<file path="config.mk">
export PLATFORM = sky130hd
export DESIGN_NAME = coe_load_arbiter
export DESIGN_NICKNAME = d
export VERILOG_FILES = /design/src/rtl/coe_load_arbiter_pkg.sv /design/src/rtl/coe_load_arbiter_btn_edge_sync.sv /design/src/rtl/coe_load_arbiter.sv
export SDC_FILE = /design/constraint.sdc
export NUM_CORES = 1
export LEC_CHECK = 0
export CORE_MARGIN = 10
export CORE_UTILIZATION = 35
export CTS_CLUSTER_DIAMETER = 80
export DETAILED_ROUTE_END_ITERATION = 8
export HOLD_SLACK_MARGIN = 0.12
export PLACE_DENSITY = 0.52
export SYNTH_ARGS = -nofsm -noshare
export SYNTH_HDL_FRONTEND = slang
export SYNTH_SLANG_ARGS = --single-unit
</file>
<file path="constraint.sdc">
create_clock -name iFpgaClk -period 9.8 [get_ports iFpgaClk]
set_input_delay 0.98 -clock iFpgaClk [delete_from_list [all_inputs] [get_ports iFpgaClk]]
set_output_delay 0.98 -clock iFpgaClk [all_outputs]
set_load 0.02 [all_outputs]
</file>
<file path="src/rtl/coe_load_arbiter_pkg.sv">
// Shared definitions for the COE loader / RAM write-port arbiter.
//   coe_state_t    : arbiter states (RUN, HDR, DATA, RELEASE, ERR)
//   HDR_BYTES      : bytes in the word-count header
//   BYTES_PER_WORD : bytes per RAM word
//   put_lane()     : little-endian byte-lane insert (lane 0 = bits [7:0])
package coe_load_pkg;

    typedef enum logic [2:0] {
        ST_RUN,
        ST_HDR,
        ST_DATA,
        ST_RELEASE,
        ST_ERR
    } coe_state_t;

    localparam int HDR_BYTES      = 4;
    localparam int BYTES_PER_WORD = 4;
    localparam int LANE_W         = 2;

    // Little-endian convention: the k-th received byte of a word lands in lane k.
    function automatic logic [31:0] put_lane(input logic [31:0]       word,
                                             input logic [LANE_W-1:0] lane,
                                             input logic [7:0]        b);
        logic [31:0] r;
        r = word;
        r[8*lane +: 8] = b;
        return r;
    endfunction

endpackage

</file>
<file path="src/rtl/coe_load_arbiter_btn_edge_sync.sv">
// btn_edge_sync: 2-flop synchroniser for an asynchronous button followed by a
// registered rising-edge detector.
//   clk_i   : clock
//   rst_i   : asynchronous active-high reset
//   btn_i   : raw, asynchronous button level
//   pulse_o : one-cycle pulse, asserted on the third clock edge after the rise
module btn_edge_sync (
    input  logic clk_i,
    input  logic rst_i,
    input  logic btn_i,
    output logic pulse_o
);

    logic meta_q, sync_q, prev_q, pulse_q;

    always_ff @(posedge clk_i or posedge rst_i) begin
        if (rst_i) begin
            meta_q  <= 1'b0;
            sync_q  <= 1'b0;
            prev_q  <= 1'b0;
            pulse_q <= 1'b0;
        end else begin
            meta_q  <= btn_i;
            sync_q  <= meta_q;
            prev_q  <= sync_q;
            pulse_q <= sync_q & ~prev_q;
        end
    end

    assign pulse_o = pulse_q;

endmodule

</file>
<file path="src/rtl/coe_load_arbiter.sv">
// coe_load_arbiter: owns the single RAM write port. In RUN the CPU drives it
// combinationally; a start press hands it to the UART COE loader, which holds
// the CPU in reset, reads a 4-byte little-endian word count N, then writes N
// little-endian words at addresses 0..N-1, and finally releases the CPU.
//   iFpgaClk/iFpgaRst           : clock, asynchronous active-high reset
//   iStartReceiveCoe            : raw start button
//   iRxValid/iRxData            : UART byte strobe and data
//   iCpuMemWe/Addr/Wdata        : CPU write request
//   oMemWe/oMemAddr/oMemWdata   : RAM write port
//   oCpuRst, oLoading           : CPU reset request, loader owns port
//   oDone, oError               : sticky load outcome
// Optional build macro COE_CHECKSUM_EN: a trailer byte equal to the XOR of all
// data bytes must follow word N; a mismatch ends the load in ERR.
module coe_load_arbiter
    import coe_load_pkg::*;
#(
    parameter int ADDR_W          = 14,
    parameter int MAX_WORDS       = 16384,
    parameter int TIMEOUT_CYCLES  = 2_000_000,
    parameter int POST_RST_CYCLES = 4
) (
    input  logic              iFpgaClk,
    input  logic              iFpgaRst,
    input  logic              iStartReceiveCoe,
    input  logic              iRxValid,
    input  logic [7:0]        iRxData,
    input  logic              iCpuMemWe,
    input  logic [ADDR_W-1:0] iCpuMemAddr,
    input  logic [31:0]       iCpuMemWdata,
    output logic              oMemWe,
    output logic [ADDR_W-1:0] oMemAddr,
    output logic [31:0]       oMemWdata,
    output logic              oCpuRst,
    output logic              oLoading,
    output logic              oDone,
    output logic              oError
);

    localparam int TW = $clog2(TIMEOUT_CYCLES + 1);
    localparam int PW = $clog2(POST_RST_CYCLES + 1);
    localparam logic [LANE_W-1:0] HDR_LAST  = LANE_W'(HDR_BYTES - 1);
    localparam logic [LANE_W-1:0] WORD_LAST = LANE_W'(BYTES_PER_WORD - 1);

    logic start;

    btn_edge_sync u_start (
        .clk_i   (iFpgaClk),
        .rst_i   (iFpgaRst),
        .btn_i   (iStartReceiveCoe),
        .pulse_o (start)
    );

    coe_state_t        state_q, state_d;
    logic [ADDR_W-1:0] addr_q, addr_d;
    logic [ADDR_W:0]   nwords_q, nwords_d;
    logic [LANE_W-1:0] bcnt_q, bcnt_d;
    logic [TW-1:0]     tout_q, tout_d;
    logic [PW-1:0]     post_q, post_d;
    logic              done_q, done_d, err_q, err_d, we_q, we_d;
    logic [31:0]       shift_q, shift_d, wdata_q, wdata_d;
    logic [ADDR_W-1:0] waddr_q, waddr_d;
    logic [31:0]       word_w;
    logic              timeout_w, last_word_w;
`ifdef COE_CHECKSUM_EN
    logic [7:0]        csum_q, csum_d;
    logic              trl_q, trl_d;
`endif

    assign word_w      = put_lane(shift_q, bcnt_q, iRxData);
    assign timeout_w   = (tout_q == TW'(TIMEOUT_CYCLES - 1));
    assign last_word_w = (({1'b0, addr_q} + (ADDR_W+1)'(1)) == nwords_q);

    always_comb begin
        state_d  = state_q;
        addr_d   = addr_q;
        nwords_d = nwords_q;
        bcnt_d   = bcnt_q;
        tout_d   = tout_q;
        post_d   = post_q;
        done_d   = done_q;
        err_d    = err_q;
        we_d     = 1'b0;
        shift_d  = shift_q;
        wdata_d  = wdata_q;
        waddr_d  = waddr_q;
`ifdef COE_CHECKSUM_EN
        csum_d   = csum_q;
        trl_d    = trl_q;
`endif
        // A press restarts the load from any state except RELEASE.
        if (start && state_q != ST_RELEASE) begin
            state_d = ST_HDR;
            addr_d  = '0;
            bcnt_d  = '0;
            tout_d  = '0;
            done_d  = 1'b0;
            err_d   = 1'b0;
`ifdef COE_CHECKSUM_EN
            csum_d  = '0;
            trl_d   = 1'b0;
`endif
        end else begin
            case (state_q)
                ST_HDR: begin
                    if (iRxValid) begin
                        tout_d  = '0;
                        shift_d = word_w;
                        if (bcnt_q == HDR_LAST) begin
                            bcnt_d = '0;
                            if (word_w == 32'd0 || word_w > 32'(MAX_WORDS)) begin
                                state_d = ST_ERR;
                                err_d   = 1'b1;
                            end else begin
                                nwords_d = word_w[ADDR_W:0];
                                state_d  = ST_DATA;
                            end
                        end else begin
                            bcnt_d = bcnt_q + 1'b1;
                        end
                    end else if (timeout_w) begin
                        state_d = ST_ERR;
                        err_d   = 1'b1;
                        bcnt_d  = '0;
                    end else begin
                        tout_d = tout_q + 1'b1;
                    end
                end
                ST_DATA: begin
                    if (iRxValid) begin
                        tout_d = '0;
`ifdef COE_CHECKSUM_EN
                        if (trl_q) begin
                            if (iRxData == csum_q) begin
                                state_d = ST_RELEASE;
                                post_d  = '0;
                            end else begin
                                state_d = ST_ERR;
                                err_d   = 1'b1;
                            end
                        end else begin
                            csum_d = csum_q ^ iRxData;
`endif
                            shift_d = word_w;
                            if (bcnt_q == WORD_LAST) begin
                                bcnt_d  = '0;
                                we_d    = 1'b1;
                                wdata_d = word_w;
                                waddr_d = addr_q;
                                addr_d  = addr_q + 1'b1;
                                if (last_word_w) begin
`ifdef COE_CHECKSUM_EN
                                    trl_d   = 1'b1;
`else
                                    state_d = ST_RELEASE;
                                    post_d  = '0;
`endif
                                end
                            end else begin
                                bcnt_d = bcnt_q + 1'b1;
                            end
`ifdef COE_CHECKSUM_EN
                        end
`endif
                    end else if (timeout_w) begin
                        state_d = ST_ERR;
                        err_d   = 1'b1;
                        bcnt_d  = '0;
                    end else begin
                        tout_d = tout_q + 1'b1;
                    end
                end
                ST_RELEASE: begin
                    if (post_q == PW'(POST_RST_CYCLES - 1)) begin
                        state_d = ST_RUN;
                        done_d  = 1'b1;
                    end else begin
                        post_d = post_q + 1'b1;
                    end
                end
                ST_RUN, ST_ERR: ;
                default: state_d = ST_RUN;
            endcase
        end
    end

    always_ff @(posedge iFpgaClk or posedge iFpgaRst) begin
        if (iFpgaRst) begin
            state_q  <= ST_RUN;
            addr_q   <= '0;
            nwords_q <= '0;
            bcnt_q   <= '0;
            tout_q   <= '0;
            post_q   <= '0;
            done_q   <= 1'b0;
            err_q    <= 1'b0;
            we_q     <= 1'b0;
`ifdef COE_CHECKSUM_EN
            csum_q   <= '0;
            trl_q    <= 1'b0;
`endif
        end else begin
            state_q  <= state_d;
            addr_q   <= addr_d;
            nwords_q <= nwords_d;
            bcnt_q   <= bcnt_d;
            tout_q   <= tout_d;
            post_q   <= post_d;
            done_q   <= done_d;
            err_q    <= err_d;
            we_q     <= we_d;
`ifdef COE_CHECKSUM_EN
            csum_q   <= csum_d;
            trl_q    <= trl_d;
`endif
        end
    end

    // Datapath registers are only meaningful while qualified by we_q.
    always_ff @(posedge iFpgaClk) begin
        shift_q <= shift_d;
        wdata_q <= wdata_d;
        waddr_q <= waddr_d;
    end

    // CPU path is combinational in RUN; loader path is fully registered.
    assign oMemWe    = (state_q == ST_RUN) ? iCpuMemWe    : we_q;
    assign oMemAddr  = (state_q == ST_RUN) ? iCpuMemAddr  : waddr_q;
    assign oMemWdata = (state_q == ST_RUN) ? iCpuMemWdata : wdata_q;
    assign oCpuRst   = (state_q != ST_RUN);
    assign oLoading  = (state_q == ST_HDR) || (state_q == ST_DATA) || (state_q == ST_RELEASE);
    assign oDone     = done_q;
    assign oError    = err_q;

endmodule

</file>
==> impl_metrics.py, run 1 <==
# Auto-generated metrics
metrics = {
    "route": {
        "post-route-drc-count": 0,
        "antenna_violating_nets_post_route": 0,
        "met2_wirelength_um": 8388,
        "wl_met3_um": 941,
        "first_iter_violations": 342,
        "wl_met1_um": 8150,
        "drtPass1Iterations": 5,
        "drt-total-wl_um": 17650,
        "vias_per_cell": 5.135,
        "dr_wl_cell_um": 17.13,
        "route.vias.total": 5289,
    },
    "sta": {
        "finalWorstPathRequiredPeriod_ps": 3811,
        "min_period_over_period_pct": 38.89,
        "unrepaired_setup_endpoints_after_global_routing": "false",
        "post_route_worst_hold_slack_ps": 348.7,
        "fmax_mhz": 262.4,
        "number_of_endpoints_failing_setup_at_the_final_stage": 0,
        "hold_viol_final": 0,
        "post-route-worst-setup-slack_ps": 5989,
    },
    "logic_synthesis": {
        "avgSynthCellArea_um2": 11.24,
        "postSynthRegisterBits": 143,
        "netlist_top_cells_count": "edfxtp_1 (78), dfrtp_1 (65), mux2_2 (53), nor2_1 (47), inv_1 (45)",
        "synthesis.yosys.warnings": 0,
        "ys_sh_adder_pct": 1.721,
        "aoi_share_pct": 9.258,
        "synth-simple-area-share_pct": 15.44,
        "ys.flop_type": "edfxtp_1",
        "synth-async-reset-ratio_pct": 45.45,
        "ys_cells": 647,
        "yosysTopAreaCellShare_pct": 32.21,
        "ys_area_um2": 7271,
        "synthTopCellsByArea": "edfxtp_1 (32%), dfrtp_1 (22%), mux2_2 (8.2%), o21ai_0 (3.0%), nor2_1 (2.4%)",
        "largest_family_of_logic_cells_by_area": "simple AND/OR/NAND/NOR gates",
        "synth_dominant_cell_count": "edfxtp_1",
        "syn-instance-count": 647,
        "post_synth_xor_area_fraction_pct": 4.216,
        "post_synth_design_cell_area_um2": 7271,
        "synth-edff-count": 78,
        "yosys-mux-area-fraction_pct": 10.55,
        "ys_seq_share_pct": 54.59,
        "synth.distinct_cells": 61,
        "yosysTopAreaCell": "edfxtp_1",
    },
    "critical_path": {
        "reg2reg_from": "bcnt_q[0]$_DFFE_PP0P_",
        "worst-r2r-cell-count": 9,
        "worst_setup_path_end_kind": "primary output",
        "worst-path-stages": 4,
        "timing.rr.end": "nwords_q[12]$_DFFE_PP0P_",
        "cp.arrival_ps": 2830,
        "critical-path-slowest-cell": "clkdlybuf4s50_1",
        "r2r_slack_ps": 6220,
        "critical_path.cell_chain": "nor3_2, buf_4, mux2_2, clkdlybuf4s50_1",
        "max_fanout_on_critical_path": 45,
        "critical_path_required_ps": 8820,
        "worst_setup_path_start_kind": "register",
        "path_delay_family": "buffers and inverters",
        "critPathCapture": "oMemWdata[20]",
        "setup.worst_path.class": "reg2out",
        "critical_path_buf_inv_count": 2,
        "timing.critical_path.from": "state_q[1]$_DFFE_PP0P_",
    },
    "pwr": {
        "p_sw_uw": 564.1,
        "power.density_cell_area_nw_per_um2": 203.1,
        "combinationalPowerShare_pct": 26.5,
        "pg_seq_uw": 711,
        "total_leakage_power_nw": 3.622,
        "power-top-group": "sequential cells",
        "sw_frac_of_total_pct": 30.11,
        "share_seq_of_total_power_pct": 37.9,
        "totalPowerFinal_mw": 1.874,
        "power.internal_mw": 1.310,
        "power_in_combinational_cells_uw": 497,
    },
    "grt": {
        "overflow": 0,
        "gr-usage-met1_pct": 17.11,
        "grt_first_pass_wirelength_um": 28430,
        "via_count_of_the_first_global_routing_pass": 5349,
        "maximum_number_of_pins_on_one_net_before_global_route_repair": 66,
        "antenna_violations_before_repair": 0,
        "grtUsageTotal_pct": 13.04,
        "groute.layer.met2.usage_pct": 21.03,
        "grt.met3_usage_pct": 3.254,
        "grt.busiest_layer": "met2",
    },
    "cells_and_area": {
        "clock_cell_area_share_pct": 6.606,
        "area.growth.synth_to_final_pct": 26.86,
        "multi_input_comb_area_um2": 3018,
        "non_clock_buffer_count": 113,
        "flop-count": 143,
        "most-common-layout-cells": "clkdlybuf4s50_1 (109), edfxtp_1 (78), dfrtp_1 (65)",
        "antenna-diode-count": 0,
        "final_layout_top_logic_cell": "clkdlybuf4s50_1",
        "layout.filler_cells": 1846,
        "register_area_um2": 3969,
        "layout.nonclk_buf_share_pct": 12.15,
        "area.share.combinational_pct": 32.72,
        "comb_cells": 427,
        "drive_above_1_share_pct": 15.26,
        "largest_registers": "shift_q (32), wdata_q (32), tout_q (21)",
        "layout.non_clock_inverters": 45,
        "design.final.nets": 816,
    },
    "clocking": {
        "cts_setup_buffers": 0,
        "post_cts_resize_count": 0,
        "root_buffer_selected_by_cts": "clkbuf_16",
        "numCtsBuffers": 17,
        "cts_hold_buf": 0,
        "cts_max_path_buffers": 2,
        "clock_tree.htree_level_count": 4,
        "cts_tree": "yes",
        "cts.sinks": 143,
    },
    "min_path": {
        "whs_endpoint": "u_start.sync_q$_DFF_PP0_",
        "min_path_type": "reg2reg",
        "hold_depth": 0,
        "min_from": "u_start.meta_q$_DFF_PP0_",
    },
    "placed_design": {
        "post-place-ws_ps": 5731,
        "dp.cells": 998,
        "globalplace.congestion": 0.8679,
        "post-dp-hpwl_um": 12540,
        "buffer_ports.inserted": 109,
        "detailed_place.area_um2": 8615,
    },
    "status": {
        "run_status": "completed",
    },
    "floorplan": {
        "floorplan.io_pins": 110,
        "tapCellCount": 270,
        "starting_density_pct": 35.70,
        "fp.dieArea_um2": 26940,
    },
    "job": {
        "log.warning_count": 31,
        "maxCapViolCount": 0,
    },
}
### Supply network, run 1

(2 px per um) Pins as bars on the die edge.
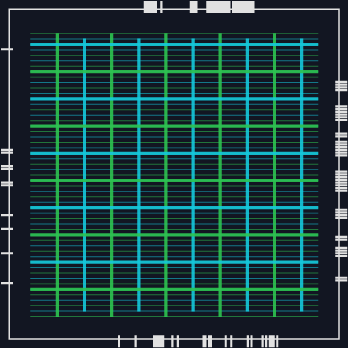
| colour | net |
|---|---|
| green | VSS |
| cyan | VDD |
met5 straps: 10
rows: 52
met1 rails: 53
signal pins: 110
area of the core region: 20360 um^2
chip width: 164.1 um
worst vdd ir: 0.1428 mV
Die Y-Extent: 164.1 um

### Cell classes on the final placement, run 1

(1.5 px per um) Fill, decap, tap and diode cells in grey.
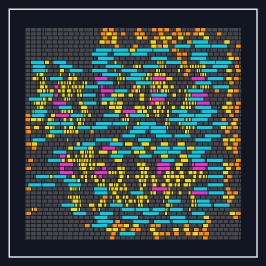
| colour | class | cells |
|---|---|---|
| magenta | clock drivers and dummy loads | 32 |
| yellow | remaining logic cells | 472 |
| cyan | registers | 143 |
| orange | remaining buffers and delay cells | 113 |
end-of-flow core utilization: 45.29%
final design area excluding fillers: 9224 um^2
standard-cell row count: 52
sequential share of cell area: 43.03%

### Clock distribution, run 1

(3 px per um)
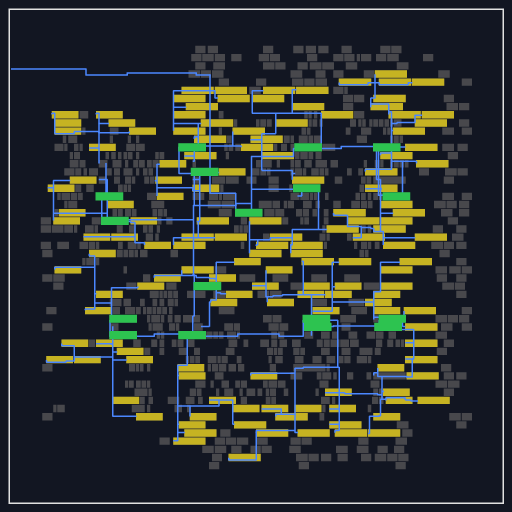
[green] clock-net drivers | count: 17
[yellow] flip-flops | count: 143
[blue] clock wires | length: 1840 um
routed clock nets: 18
worst clock skew: 14.98 ps
Clock Power Share: 35.5%
worst-skew pair later-pin latency: 420 ps
total clock network power: 666 uW

==> run 2: changes to the inputs <==
clock period = 3.95 ns   (was 9.8 ns; I/O delays follow)
### Signal wires by layer, run 2

(2 px per um) Only two layers are drawn.
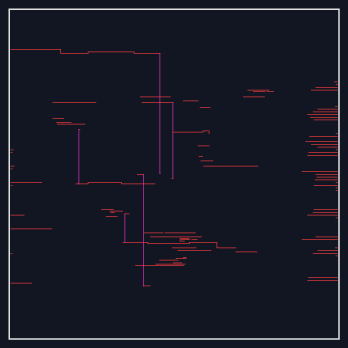
| colour | layer | wire length |
|---|---|---|
| red | M3 | 970 um |
| magenta | M4 | 195 um |
DR WL/cell: 17.25 um
Global Route Usage Sum: 13.26%
final wirelength: 17840 um

### Supply network, run 2

(2 px per um) Pins as bars on the die edge.
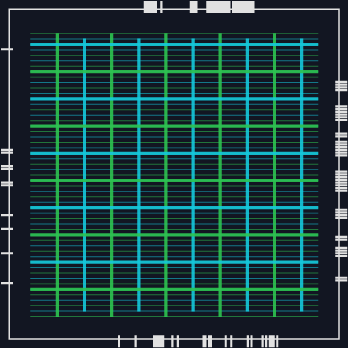
| colour | net |
|---|---|
| cyan | VDD |
| green | VSS |
met1 rails: 53
signal pins: 110
met5 straps: 10
rows: 52
met4 straps: 10
worst vdd ir: 0.3446 mV

==> impl_metrics.py, run 2 <==
# Auto-generated metrics
metrics = {
    "clocking": {
        "clock_tree.htree_level_count": 4,
        "numCtsBuffers": 17,
        "cts_setup_buffers": 0,
    },
    "floorplan": {
        "tapCellCount": 270,
        "placement_rows": 52,
        "chipWidth_um": 164.1,
    },
    "pwr": {
        "p_sw_mw": 1.370,
        "sw_frac_of_total_pct": 29.66,
        "power.internal_mw": 3.248,
        "pg_seq_mw": 1.76,
        "combinationalPowerShare_pct": 26.7,
        "power.density_cell_area_nw_per_um2": 498.3,
        "power_in_combinational_cells_mw": 1.23,
    },
    "cells_and_area": {
        "final_design_area_excluding_fillers_um2": 9268,
        "final_layout_top_logic_cell": "clkdlybuf4s50_1",
        "layout.non_clock_inverters": 45,
        "design.final.nets": 820,
        "multi_input_comb_area_um2": 3018,
        "area.growth.synth_to_final_pct": 27.47,
        "most-common-layout-cells": "clkdlybuf4s50_1 (109), edfxtp_1 (78), dfrtp_1 (65)",
        "layout.filler_cells": 1836,
        "antenna-diode-count": 0,
        "utilization_pct": 45.51,
        "area.share.combinational_pct": 32.56,
    },
    "logic_synthesis": {
        "ys_area_um2": 7271,
        "ys_cells": 647,
        "ys_seq_share_pct": 54.59,
        "ys.flop_type": "edfxtp_1",
        "postSynthRegisterBits": 143,
        "yosysTopAreaCellShare_pct": 32.21,
        "post_synth_design_cell_area_um2": 7271,
        "largest_family_of_logic_cells_by_area": "simple AND/OR/NAND/NOR gates",
        "netlist_top_cells_count": "edfxtp_1 (78), dfrtp_1 (65), mux2_2 (53), nor2_1 (47), inv_1 (45)",
        "post_synth_xor_area_fraction_pct": 4.216,
        "yosys-mux-area-fraction_pct": 10.55,
        "synthTopCellsByArea": "edfxtp_1 (32%), dfrtp_1 (22%), mux2_2 (8.2%), o21ai_0 (3.0%), nor2_1 (2.4%)",
        "synth-edff-count": 78,
        "synthesis.yosys.warnings": 0,
        "avgSynthCellArea_um2": 11.24,
        "aoi_share_pct": 9.258,
    },
    "critical_path": {
        "worst_setup_path_end_kind": "register",
        "path_delay_family": "simple AND/OR/NAND/NOR gates",
        "cp.arrival_ps": 3700,
        "timing.rr.end": "nwords_q[3]$_DFFE_PP0P_",
        "critical_path_required_ps": 4260,
        "critical_path_buf_inv_count": 2,
        "timing.critical_path.from": "bcnt_q[0]$_DFFE_PP0P_",
        "worst-r2r-cell-count": 10,
        "reg2reg_from": "bcnt_q[0]$_DFFE_PP0P_",
    },
    "sta": {
        "hold_viol_final": 0,
        "unrepaired_setup_endpoints_after_global_routing": "false",
        "number_of_endpoints_failing_setup_at_the_final_stage": 0,
        "fmax_mhz": 294.6,
        "worst_clock_skew_ps": 9.084,
        "post-route-worst-setup-slack_ps": 555.5,
        "min_period_over_period_pct": 85.94,
    },
    "placed_design": {
        "dp.cells": 1002,
        "post-place-ws_ps": 478.5,
        "buffer_ports.inserted": 109,
        "globalplace.congestion": 0.8602,
    },
    "grt": {
        "overflow": 0,
        "grt.met3_usage_pct": 3.154,
        "gr-usage-met1_pct": 17.32,
        "via_count_of_the_first_global_routing_pass": 5334,
        "grt_first_pass_wirelength_um": 28650,
        "antenna_violations_before_repair": 0,
    },
    "route": {
        "met2_wirelength_um": 8589,
        "route.vias.total": 5307,
    },
    "min_path": {
        "min_path_type": "in2async",
    },
    "status": {
        "run_status": "completed",
    },
}
Power figures rest on the tool's default switching activity, not on a simulated workload.
